**Run 1: routing congestion**

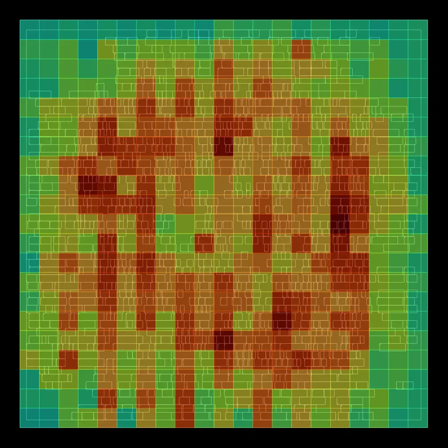
**Run 1: close-up of the layout**

Scale bar: 10 um. Region (24, 24) to (49, 49) um. Cells in grey, sequential cells in the stronger grey; small squares are vias.
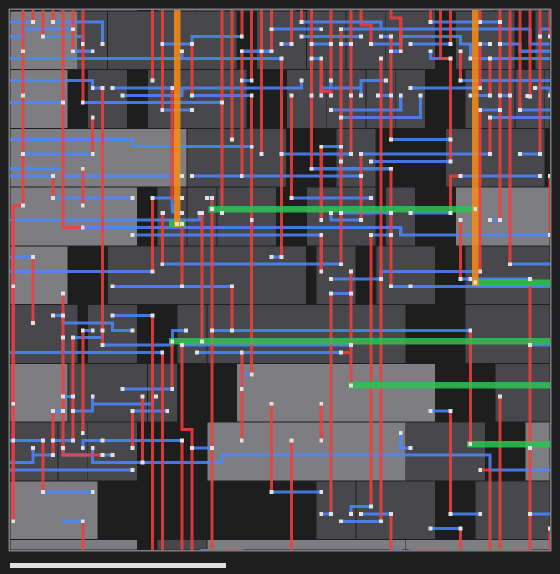
**Run 1: port wiring**

Scale bar: 50 um.
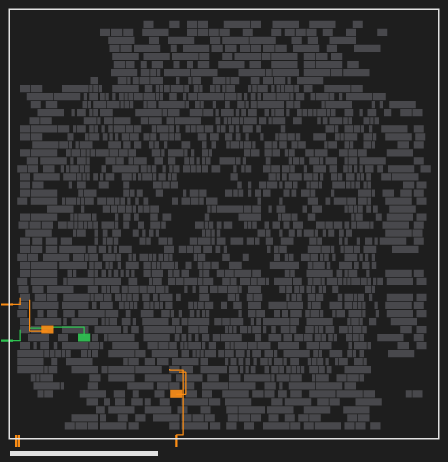
--- config.mk ---
export PLATFORM = sky130hd
export DESIGN_NAME = arm7tdmi_dp_ctrl
export DESIGN_NICKNAME = d
export VERILOG_FILES = /design/src/rtl/arm7tdmi_pkg.sv /design/src/rtl/arm7tdmi_alu.sv /design/src/rtl/arm7tdmi_dp_ctrl.sv
export SDC_FILE = /design/constraint.sdc
export NUM_CORES = 1
export LEC_CHECK = 0
export ABC_AREA = 0
export CORE_MARGIN = 2
export CORE_UTILIZATION = 50
export CTS_CLUSTER_DIAMETER = 80
export DETAILED_ROUTE_END_ITERATION = 8
export HOLD_SLACK_MARGIN = 0.1
export PLACE_DENSITY = 0.77
export SLEW_MARGIN = 20
export SYNTH_ARGS = -nofsm -noshare
export SYNTH_HDL_FRONTEND = slang
export SYNTH_SLANG_ARGS = --single-unit
export TNS_END_PERCENT = 50
--- constraint.sdc ---
create_clock -name clk -period 6.21 [get_ports clk]
set_clock_uncertainty 0.15 [all_clocks]
set_input_delay 0.9315 -clock clk [delete_from_list [all_inputs] [get_ports clk]]
set_output_delay 0.9315 -clock clk [all_outputs]
set_load 0.02 [all_outputs]
--- src/rtl/arm7tdmi_pkg.sv ---
// Shared types for the ARM7TDMI data-processing path: ALU operations,
// controller state encoding and opcode classification helpers.
package arm7tdmi_pkg;

  typedef enum logic [3:0] {
    ALU_AND = 4'd0,
    ALU_EOR = 4'd1,
    ALU_SUB = 4'd2,
    ALU_RSB = 4'd3,
    ALU_ADD = 4'd4,
    ALU_ADC = 4'd5,
    ALU_SBC = 4'd6,
    ALU_RSC = 4'd7,
    ALU_TST = 4'd8,
    ALU_TEQ = 4'd9,
    ALU_CMP = 4'd10,
    ALU_CMN = 4'd11,
    ALU_ORR = 4'd12,
    ALU_MOV = 4'd13,
    ALU_BIC = 4'd14,
    ALU_MVN = 4'd15
  } alu_op_t;

  typedef enum logic [1:0] {
    DP_IDLE  = 2'd0,
    DP_EXEC  = 2'd1,
    DP_WB    = 2'd2,
    DP_FLUSH = 2'd3
  } dp_state_t;

  // The instruction opcode field already uses the ALU operation ordering.
  function automatic alu_op_t dp_opcode_to_alu_op(input logic [3:0] opcode);
    return alu_op_t'(opcode);
  endfunction

  // Logical ops take C from the shifter and keep V.
  function automatic logic alu_op_is_logical(input alu_op_t op);
    return op inside {ALU_AND, ALU_EOR, ALU_TST, ALU_TEQ,
                      ALU_ORR, ALU_MOV, ALU_BIC, ALU_MVN};
  endfunction

  // Compare/test ops only produce flags, never a register result.
  function automatic logic alu_op_is_test(input alu_op_t op);
    return op inside {ALU_TST, ALU_TEQ, ALU_CMP, ALU_CMN};
  endfunction

endpackage

--- src/rtl/arm7tdmi_alu.sv ---
// 32-bit ARM data-processing ALU. Result and NZCV are combinational; when
// set_flags is high the ALU runs standalone and tracks its own C and V.
module arm7tdmi_alu
  import arm7tdmi_pkg::*;
(
  input  logic        clk,
  input  logic        rst_n,
  input  logic        set_flags,
  input  alu_op_t     op,
  input  logic [31:0] a,
  input  logic [31:0] b,
  input  logic        carry_in,
  input  logic        v_in,
  output logic [31:0] result,
  output logic [3:0]  flags
);

  logic        c_hold_reg;
  logic        v_hold_reg;
  logic        c_src;
  logic        v_src;
  logic [31:0] x;
  logic [31:0] y;
  logic [31:0] logic_res;
  logic        cin;
  logic        arith;
  logic [32:0] sum;

  assign c_src = set_flags ? c_hold_reg : carry_in;
  assign v_src = set_flags ? v_hold_reg : v_in;

  // Subtractions are formed as x + ~y + carry so C is the ARM not-borrow.
  always_comb begin
    x         = '0;
    y         = '0;
    cin       = 1'b0;
    arith     = 1'b1;
    logic_res = '0;
    case (op)
      ALU_SUB, ALU_CMP: begin x = a; y = ~b; cin = 1'b1;  end
      ALU_RSB:          begin x = b; y = ~a; cin = 1'b1;  end
      ALU_ADD, ALU_CMN: begin x = a; y = b;  cin = 1'b0;  end
      ALU_ADC:          begin x = a; y = b;  cin = c_src; end
      ALU_SBC:          begin x = a; y = ~b; cin = c_src; end
      ALU_RSC:          begin x = b; y = ~a; cin = c_src; end
      ALU_AND, ALU_TST: begin arith = 1'b0; logic_res = a & b;  end
      ALU_EOR, ALU_TEQ: begin arith = 1'b0; logic_res = a ^ b;  end
      ALU_ORR:          begin arith = 1'b0; logic_res = a | b;  end
      ALU_MOV:          begin arith = 1'b0; logic_res = b;      end
      ALU_BIC:          begin arith = 1'b0; logic_res = a & ~b; end
      default:          begin arith = 1'b0; logic_res = ~b;     end
    endcase
    sum    = {1'b0, x} + {1'b0, y} + {32'd0, cin};
    result = arith ? sum[31:0] : logic_res;
    flags[3] = result[31];
    flags[2] = (result == 32'd0);
    flags[1] = arith ? sum[32] : carry_in;
    flags[0] = arith ? ((x[31] == y[31]) && (sum[31] != x[31])) : v_src;
  end

  // Standalone C/V tracking, only loaded while set_flags is high.
  always_ff @(posedge clk or negedge rst_n) begin
    if (!rst_n) begin
      c_hold_reg <= 1'b0;
      v_hold_reg <= 1'b0;
    end else if (set_flags) begin
      c_hold_reg <= flags[1];
      v_hold_reg <= flags[0];
    end
  end

endmodule

--- src/rtl/arm7tdmi_dp_ctrl.sv ---
// Data-processing instruction controller: accepts one instruction, runs it
// through the ALU, and issues register/flag write-back and PC-write flush.
module arm7tdmi_dp_ctrl
  import arm7tdmi_pkg::*;
#(
  parameter int PC_FLUSH_CYCLES = 2
) (
  input  logic        clk,
  input  logic        rst,
  input  logic        req_valid,
  output logic        req_ready,
  input  logic [31:0] instr,
  input  logic        cond_pass,
  input  logic [31:0] rn_data,
  input  logic [31:0] op2_data,
  input  logic        shifter_carry,
  input  logic [3:0]  cpsr_flags,
  output logic        wb_valid,
  output logic [3:0]  wb_rd,
  output logic [31:0] wb_data,
  output logic        flags_we,
  output logic [3:0]  flags_out,
  output logic        spsr_restore,
  output logic        flush,
  output logic        busy
);

  localparam int CNT_W = $clog2(PC_FLUSH_CYCLES + 1);

  dp_state_t   state_reg;
  alu_op_t     op_reg;
  logic        s_reg;
  logic [3:0]  rd_reg;
  logic        cond_reg;
  logic [31:0] rn_reg;
  logic [31:0] op2_reg;
  logic        sc_reg;
  logic        c_reg;
  logic        v_reg;
  logic [CNT_W-1:0] flush_cnt_reg;

  logic        accept;
  logic        is_test;
  logic        writes_rd;
  logic        pc_write;
  logic        flags_upd;
  logic        alu_cin;
  logic [31:0] alu_result;
  logic [3:0]  alu_flags;
  logic        instr_unused;

  // Only opcode, S and Rd matter here; N and Z of the old CPSR are never read.
  assign instr_unused = ^{instr[31:25], instr[19:16], instr[11:0], cpsr_flags[3:2]};

  assign accept    = req_valid & req_ready;
  assign is_test   = alu_op_is_test(op_reg);
  assign writes_rd = cond_reg & ~is_test;
  assign pc_write  = writes_rd & (rd_reg == 4'd15);
  assign flags_upd = cond_reg & s_reg & ~pc_write;
  assign alu_cin   = alu_op_is_logical(op_reg) ? sc_reg : c_reg;

  arm7tdmi_alu u_alu (
    .clk       (clk),
    .rst_n     (~rst),
    .set_flags (1'b0),
    .op        (op_reg),
    .a         (rn_reg),
    .b         (op2_reg),
    .carry_in  (alu_cin),
    .v_in      (v_reg),
    .result    (alu_result),
    .flags     (alu_flags)
  );

  // Controller FSM with operand capture and registered write-back outputs.
  always_ff @(posedge clk or posedge rst) begin
    if (rst) begin
      state_reg     <= DP_IDLE;
      op_reg        <= ALU_AND;
      s_reg         <= 1'b0;
      rd_reg        <= '0;
      cond_reg      <= 1'b0;
      rn_reg        <= '0;
      op2_reg       <= '0;
      sc_reg        <= 1'b0;
      c_reg         <= 1'b0;
      v_reg         <= 1'b0;
      flush_cnt_reg <= '0;
      req_ready     <= 1'b0;
      wb_valid      <= 1'b0;
      wb_rd         <= '0;
      wb_data       <= '0;
      flags_we      <= 1'b0;
      flags_out     <= '0;
      spsr_restore  <= 1'b0;
      flush         <= 1'b0;
      busy          <= 1'b0;
    end else begin
      wb_valid     <= 1'b0;
      wb_rd        <= '0;
      wb_data      <= '0;
      flags_we     <= 1'b0;
      flags_out    <= '0;
      spsr_restore <= 1'b0;
      flush        <= 1'b0;
      if (accept) begin
        op_reg   <= dp_opcode_to_alu_op(instr[24:21]);
        s_reg    <= instr[20];
        rd_reg   <= instr[15:12];
        cond_reg <= cond_pass;
        rn_reg   <= rn_data;
        op2_reg  <= op2_data;
        sc_reg   <= shifter_carry;
        c_reg    <= cpsr_flags[1];
        v_reg    <= cpsr_flags[0];
      end
      case (state_reg)
        DP_IDLE: begin
          if (accept) begin
            state_reg <= DP_EXEC;
            req_ready <= 1'b0;
            busy      <= 1'b1;
          end else begin
            req_ready <= 1'b1;
            busy      <= 1'b0;
          end
        end
        DP_EXEC: begin
          state_reg    <= DP_WB;
          wb_valid     <= writes_rd;
          wb_rd        <= writes_rd ? rd_reg : 4'd0;
          wb_data      <= writes_rd ? alu_result : 32'd0;
          flags_we     <= flags_upd;
          flags_out    <= flags_upd ? alu_flags : 4'd0;
          spsr_restore <= pc_write & s_reg;
          flush        <= pc_write;
          req_ready    <= ~pc_write;
          busy         <= 1'b1;
          if (pc_write) begin
            flush_cnt_reg <= CNT_W'(PC_FLUSH_CYCLES - 1);
          end
        end
        DP_WB: begin
          if (accept) begin
            state_reg <= DP_EXEC;
            req_ready <= 1'b0;
            busy      <= 1'b1;
          end else if (flush) begin
            state_reg <= DP_FLUSH;
            req_ready <= 1'b0;
            busy      <= 1'b1;
            if (flush_cnt_reg != '0) begin
              flush         <= 1'b1;
              flush_cnt_reg <= flush_cnt_reg - CNT_W'(1);
            end
          end else begin
            state_reg <= DP_IDLE;
            req_ready <= 1'b1;
            busy      <= 1'b0;
          end
        end
        default: begin
          if (flush_cnt_reg != '0) begin
            flush         <= 1'b1;
            flush_cnt_reg <= flush_cnt_reg - CNT_W'(1);
            req_ready     <= 1'b0;
            busy          <= 1'b1;
          end else begin
            state_reg <= DP_IDLE;
            req_ready <= 1'b1;
            busy      <= 1'b0;
          end
        end
      endcase
    end
  end

endmodule

==> impl_metrics.tcl, run 1 <==
# yosys + openroad results
set metrics [dict create \
    drtAntennaViolNets 0 \
    via_per_inst 6.14 \
    cts-root-buf "clkbuf_16" \
    finalSetupViolCount 0 \
    status "finished clean" \
    hold_viol 0 \
    whs_path_depth 1 \
    slowest_stage "o22ai_2" \
    routabilityCongestion 0.983 \
    ys_sh_mux 0.0974 \
    cap_violations 0 \
    final_cell_mix "nand2_1, dfrtp_1, clkdlybuf4s50_1, inv_1" \
    route.detailed.wl_per_inst_um 19.2 \
    ys_cells 1170 \
    antenna_cells 0 \
    drt-pass1-iter-count 6 \
    clk_pin_slew_ns 0.07 \
    cts_buffers 17 \
    num_rows 51 \
    antenna_found_initial 0 \
    cp.arrival_ns 5.68 \
    grt-ovfl-total 0 \
    fp_nets 1341 \
    post_cts_resized 0 \
    hold-worst-slack_ns 0.344 \
    cts_setup_buffers 0 \
    ys_area_mm2 0.00993 \
    yosys_warnings 0 \
    die-area_mm2 0.0210 \
    avgSynthCellArea_um2 8.49 \
    core-area_mm2 0.0195 \
    ys_sh_simple 0.158 \
    crit_fanout 19 \
    highest_layer "met4" \
    start_kind "flip-flop" \
    worstSkewPairLatency_ns 0.44 \
    clockBufferDepth 2 \
    wl_met2_um 14400 \
    period_needed_ns 5.47 \
    nFillCells 1671 \
    ys_types 88 \
    drive_above_1_share 0.146 \
    cts_sinks 127 \
    crit_chain "nand2_1 > o22ai_2 > nand2_1 > o221ai_1 > fa_1 > inv_1 > fa_1 > nor2b_1 > o221ai_1 > a21oi_1 > mux2i_1 > nor2_1 > nor4_1 > buf_4 > o2111ai_1 > nor4_1 > buf_4 > and4_1 > and4b_1" \
    final_nets 1456 \
    final_common_cell "nand2_1" \
    rr_endpoint "flags_out[2]" \
    track_usage 0.288 \
    ys.flops 127 \
    met3_usage 0.0557 \
    worstMarginPinSlew_ns 1.06 \
    period_used_share 0.880 \
    rsz0062_at_grt "false" \
    grt-busiest-layer "met2" \
    critPathCaptureType "flip-flop" \
]
## Picture notes: 'routing congestion'
GR met2 Demand/Resource: 0.484
met1 Use GR: 0.370

## Picture notes: 'close-up of the layout'
Key: M1 = blue; M4 = orange; M3 = green; M2 = red
Netlist names of flops here include flags_out (2). 45 logic cells have their middle in the window. Sequential cells in the window: 4. Most frequent: inv_1 (5).

## Picture notes: 'port wiring'
Key: cpsr_flags = orange [direction input, end cells 2, buffers 2, wire 64.6 um]; cond_pass = green [direction input, end cells 1, buffers 1, wire 28.4 um]
I/O pins: 151
number of port buffers: 125

==> run 1: synthesized netlist by cell type (3+ instances only) <==
| cell | instances | area, um2 |
|---|---|---|
| nor2b_1 | 5 | 31.3 |
| nand3_1 | 27 | 135 |
| clkbuf_1 | 62 | 233 |
| a211o_1 | 6 | 52.6 |
| and4b_1 | 3 | 30.0 |
| and4_1 | 3 | 26.3 |
| a32o_1 | 3 | 30.0 |
| mux2i_1 | 10 | 100 |
| o211ai_1 | 6 | 45.0 |
| a311oi_1 | 4 | 35.0 |
| nor2_1 | 84 | 315 |
| nand2_1 | 132 | 495 |
| nor4_1 | 4 | 25.0 |
| o31ai_1 | 8 | 60.1 |
| a221o_1 | 3 | 30.0 |
| clkinv_1 | 3 | 11.3 |
| a22oi_1 | 6 | 45.0 |
| nand2b_1 | 8 | 50.1 |
| ha_1 | 64 | 801 |
| a21o_1 | 14 | 105 |
| nor3_1 | 13 | 65.1 |
| o21a_1 | 6 | 45.0 |
| o311ai_0 | 3 | 26.3 |
| and3_1 | 11 | 68.8 |
| nand4_1 | 8 | 50.1 |
| xor2_1 | 14 | 123 |
| buf_2 | 8 | 40.0 |
| o32ai_1 | 6 | 52.6 |
| and2_1 | 18 | 113 |
| xnor2_1 | 24 | 210 |
| a31oi_1 | 16 | 100 |
| inv_1 | 88 | 330 |
| mux2_2 | 77 | 867 |
| or2_2 | 4 | 25.0 |
| o221ai_1 | 37 | 324 |
| o22ai_1 | 18 | 113 |
| a21oi_1 | 74 | 370 |
| o21ai_0 | 80 | 400 |
| buf_1 | 7 | 26.3 |
| dfrtp_1 | 127 | 3180 |
| a32oi_1 | 7 | 61.3 |
| a211oi_1 | 12 | 90.1 |
==> run 1: worst max path at each step <==
stage	startpoint	endpoint	slack, ns	depth (start not counted)
4_1_cts	op_reg[3]	flags_out[2]	0.81	20
2_1_floorplan	op_reg[1]	flags_out[2]	1.28	23
5_1_grt	op_reg[3]	flags_out[2]	0.49	19
3_3_place_gp	op_reg[3]	flags_out[2]	1.10	19
6_report	op_reg[3]	flags_out[2]	0.74	19
3_5_place_dp	op_reg[3]	flags_out[2]	1.00	19
==> run 1: worst reg2reg max path, cell delays in order, from the launching register on <==
cell	delay, ns
dfrtp_1	0.61
nand2_1	0.24
o22ai_2	0.90
nand2_1	0.13
o221ai_1	0.12
fa_1	0.25
inv_1	0.07
fa_1	0.47
nor2b_1	0.30
o221ai_1	0.25
a21oi_1	0.25
mux2i_1	0.22
nor2_1	0.06
nor4_1	0.25
buf_4	0.19
o2111ai_1	0.12
nor4_1	0.21
buf_4	0.17
and4_1	0.23
and4b_1	0.22
==> run 1: cell type report <==
type | instances | area, um2 | share of cell area
Clock buffer | 17 | 425 | 0.0348
Clock inverter | 15 | 169 | 0.0138
Inverter | 91 | 344 | 0.0281
Multi-Input combinational cell | 875 | 6170 | 0.504
Sequential cell | 127 | 3180 | 0.260
Tap cell | 265 | 332 | 0.0271
Timing Repair Buffer | 173 | 1610 | 0.132
==> run 1: through the flow <==
stage	std cells	setup WS [ns]	utilization
global route	1563	0.487	0.628
CTS	1563	0.805	0.628
floorplan	1170	1.28	-
global placement	1531	1.10	0.597
finish	1563	0.745	0.628
detailed placement	1531	1.00	0.597
==> run 2: changes to the inputs <==
--- a/config.mk
+++ b/config.mk
@@ -6,6 +6,8 @@
 export NUM_CORES = 1
 export LEC_CHECK = 0
 export ABC_AREA = 0
+export CAP_MARGIN = 10
+export CORE_ASPECT_RATIO = 0.8
 export CORE_MARGIN = 2
 export CORE_UTILIZATION = 50
 export CTS_CLUSTER_DIAMETER = 80
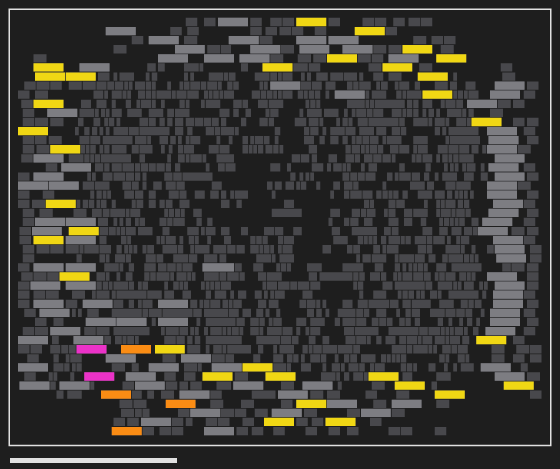
**Above:** run 2 (sequential cells grouped by signal name).
Scale bar: 50 um. Other sequential cells in the stronger grey, the rest of the logic in the fainter grey.
Key: rd_reg = orange [sequential cells 4, where bottom left]; state_reg = magenta [sequential cells 2]; op2_reg = yellow [sequential cells 32, where spread over the die]
final core utilization: 0.622
Sequential Area: 0.00318 mm2

==> impl_metrics.tcl, run 2 <==
# yosys + openroad results
set metrics [dict create \
    status "finished clean" \
    num_rows 46 \
    worstSkewPairLatency_ns 0.44 \
    rsz0062_at_grt "false" \
    common_cells "nand2_1, dfrtp_1, inv_1" \
    critPathCaptureType "flip-flop" \
    route.detailed.wl_per_inst_um 19.5 \
    cts_sinks 127 \
    fp_nets 1341 \
    cap_violations 0 \
    ys_top_cells_by_area "dfrtp_1, mux2_2, ha_1" \
    clockBufferDepth 2 \
    yosysMostFrequentCell "nand2_1" \
    antenna_found_initial 0 \
    port_buffers 125 \
    dpl.cell_count 1524 \
    ys.flops 127 \
    final_nets 1450 \
    cts-root-buf "clkbuf_16" \
    antenna_cells 0 \
    cts_buffers 17 \
    track_usage 0.292 \
    drive_above_1_share 0.142 \
    worstMarginPinSlew_ns 1.05 \
    drtAntennaViolNets 0 \
    core-area_mm2 0.0196 \
    start_kind "flip-flop" \
    die-area_mm2 0.0210 \
    whs_path_depth 1 \
    cp.arrival_ns 5.72 \
    routabilityCongestion 0.932 \
    via_per_inst 6.19 \
    post_cts_resized 0 \
    yosys.area.top_type "dfrtp_1" \
    finalSetupViolCount 0 \
    crit_fanout 18 \
    hold_viol 0 \
    period_needed_ns 5.51 \
    yosys_warnings 0 \
    hold-worst-slack_ns 0.348 \
    ys_cells 1170 \
]
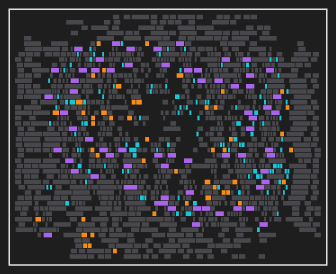
**Above:** run 2 (selected gate families).
Key: fa/ha/maj cells = purple [cells 66, most used ha_1]; and/or cells = orange [cells 48, most used and2_1]; nor cells = cyan [cells 110, most used nor2_1]
logic share of the area: 0.504
Finished Layout Cells: 1556
commonest non-fill, non-tap cell in the layout: nand2_1

## run 2: netlist changes by cell type in the layout (fill, tap and decap cells not counted), sizes merged
cell,delta
buf,-6
clkinv,-2
bufinv,+1
inv,+1
## run 2: logic make-up after synthesis
kind of cell	after synthesis	share of synthesized area
DFF	127	0.320
muxes	87	0.0974
buffers and inverters	168	0.0645
and+or+nand+nor	336	0.158
adders and majority gates	66	0.0846
xor gates and xnor gates	38	0.0335
AOI/OAI and AO/OA	348	0.242
## run 2: worst max path at each step
stage | from | endpoint | slack, ns | cells past startpoint
after detailed placement | op_reg[3] | flags_out[2] | 0.99 | 19
after floorplan | op_reg[1] | flags_out[2] | 1.28 | 23
final | op_reg[3] | flags_out[2] | 0.70 | 19
after global placement | op_reg[3] | flags_out[2] | 1.03 | 20
after CTS | op_reg[3] | flags_out[2] | 0.85 | 20
after global routing | op_reg[3] | flags_out[2] | 0.52 | 19
## run 2: per-stage QoR
step	setup slack [ns]	area (um2)	utilization
after global routing	0.525	12200	0.622
after CTS	0.851	12200	0.622
after floorplan	1.28	9930	-
final	0.700	12200	0.622
after detailed placement	0.987	11600	0.591
after global placement	1.03	11600	0.591
## run 2: cell type report
cell class,instances,area (um2)
clock inverters,15,190
fillers,1662,7410
flip-flops and latches,127,3180
repair buffers,167,1590
well taps,264,330
multi-input cells,875,6150
inverters,91,344
clock buffers,17,425
## run 2: critical path: stages, from the launching register on
cell and delay [ns]:
dfrtp_1 0.61, nand2_1 0.28, o22ai_2 0.90, nand2_1 0.14, o221ai_1 0.12, fa_1 0.26, inv_1 0.08, fa_1 0.48
nor2b_1 0.26, o221ai_1 0.24, a21oi_1 0.23, mux2i_1 0.25, nor2_1 0.06, nor4_1 0.23, buf_4 0.18, o2111ai_1 0.11
nor4_1 0.23, buf_4 0.18, and4_1 0.22, and4b_1 0.22
## run 2: metal layers
layer,GRT usage,share of wire
met3,0.0645,0.095
met2,0.461,0.44
met1,0.398,0.43
met5,0,0
met4,0.105,0.029
==> run 3: changes to the inputs <==
--- a/config.mk
+++ b/config.mk
@@ -6,7 +6,7 @@
 export NUM_CORES = 1
 export LEC_CHECK = 0
 export ABC_AREA = 0
-export CAP_MARGIN = 10
+export CAP_MARGIN = 20
 export CORE_ASPECT_RATIO = 0.8
 export CORE_MARGIN = 2
 export CORE_UTILIZATION = 50
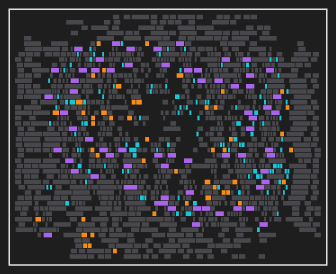
**Above:** run 3 (selected gate families).
Key: and/or cells = orange [cells 48, most used and2_1]; fa/ha/maj cells = purple [cells 66, most used ha_1]; nor cells = cyan [cells 110, most used nor2_1]

==> impl_metrics.tcl, run 3 <==
# yosys + openroad results
set metrics [dict create \
    ys.flops 127 \
    port_buffers 125 \
    die-area_mm2 0.0210 \
    cts_setup_buffers 0 \
    place_area_mm2 0.0116 \
    clk_pin_slew_ns 0.07 \
    clockBufferDepth 2 \
    yosysMostFrequentCell "nand2_1" \
    drt-pass1-iter-count 6 \
    period_used_share 0.887 \
    status "finished clean" \
    final_cell_mix "nand2_1, dfrtp_1, clkdlybuf4s50_1, inv_1" \
    seqCellArea_mm2 0.00318 \
    start_kind "flip-flop" \
    hold_viol 0 \
    yosys.area.top_type "dfrtp_1" \
    critPathBufInv 3 \
    via_per_inst 6.19 \
    slowest_stage "o22ai_2" \
    cts-root-buf "clkbuf_16" \
    drive_above_1_share 0.142 \
    critPathCaptureType "flip-flop" \
    ys_sh_xor 0.0335 \
    top_area_frac 0.320 \
    nFillCells 1662 \
    routabilityCongestion 0.932 \
    period_needed_ns 5.51 \
    ys_top_cells_by_area "dfrtp_1, mux2_2, ha_1" \
    track_usage 0.292 \
    num_rows 46 \
    worstMarginPinSlew_ns 1.05 \
    final_cell_area_mm2 0.0122 \
    route.detailed.wl_per_inst_um 19.5 \
    io_pins 151 \
]
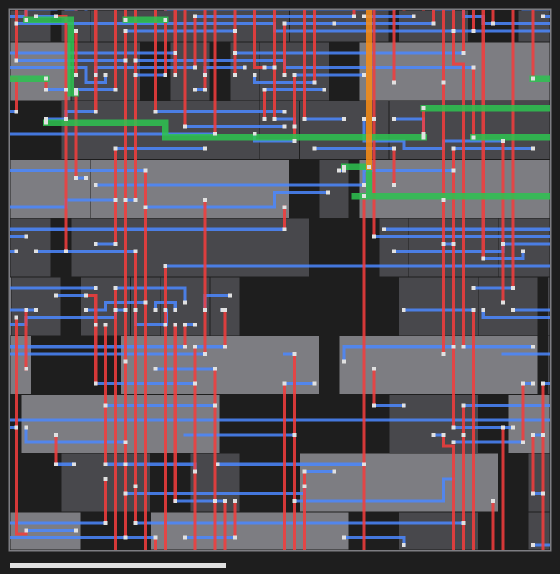
**Above:** run 3 (close-up of the layout).
Scale bar: 10 um. Region (28, 20) to (53, 45) um. Cells in grey, sequential cells in the stronger grey; small squares are vias.
Key: M4 = orange; M2 = red; M3 = green; M1 = blue
Most frequent: dfrtp_1 (8). Sequential cells in the window: 8. 37 logic cells have their middle in the window.

-- run 3: cell counts after synthesis --
Identical to the previous run, type by type.
-- run 3: cells by family (layout without fill, tap and decap cells) --
kind of cell,count (synthesis),in the layout
AND-OR/OR-AND,348,348
XOR/XNOR,38,38
adder cells (fa/ha/maj),66,66
buffers and inverters,168,290
flip-flops,127,127
multiplexers,87,87
AND/OR/NAND/NOR,336,336
-- run 3: worst max path at each step --
| stage | startpoint | slack, ns | cells after the start | endpoint |
|---|---|---|---|---|
| 2_1_floorplan | op_reg[1] | 1.28 | 23 | flags_out[2] |
| 3_3_place_gp | op_reg[3] | 1.03 | 20 | flags_out[2] |
| 3_5_place_dp | op_reg[3] | 0.99 | 19 | flags_out[2] |
| 4_1_cts | op_reg[3] | 0.85 | 20 | flags_out[2] |
| 5_1_grt | op_reg[3] | 0.52 | 19 | flags_out[2] |
| 6_report | op_reg[3] | 0.70 | 19 | flags_out[2] |
-- run 3: cell type report --
class	instances	share of cell area
Sequential cell	127	0.260
Clock inverter	15	0.0156
Tap cell	264	0.0270
Timing Repair Buffer	167	0.130
Clock buffer	17	0.0348
Multi-Input combinational cell	875	0.504
Inverter	91	0.0282
-- run 3: worst register-to-register path, stage by stage (launching register included) --
cell	delay, ns
dfrtp_1	0.61
nand2_1	0.28
o22ai_2	0.90
nand2_1	0.14
o221ai_1	0.12
fa_1	0.26
inv_1	0.08
fa_1	0.48
nor2b_1	0.26
o221ai_1	0.24
a21oi_1	0.23
mux2i_1	0.25
nor2_1	0.06
nor4_1	0.23
buf_4	0.18
o2111ai_1	0.11
nor4_1	0.23
buf_4	0.18
and4_1	0.22
and4b_1	0.22
-- run 3: metrics by stage --
step	util	cells	hold slack, ns	worst slack, ns
final	0.622	1556	0.348	0.700
after floorplan	-	1170	0.307	1.28
after CTS	0.622	1556	0.351	0.851
after global placement	0.591	1524	0.323	1.03
after detailed placement	0.591	1524	0.337	0.987
after global routing	0.622	1556	0.377	0.525
-- run 3: routing by layer --
metal,wire length (um),global-route usage,up-vias
met5,0,0,-
met4,871,0.105,0
met3,2900,0.0645,72
met2,13400,0.461,548
met1,13200,0.398,4538
li1,-,-,4480
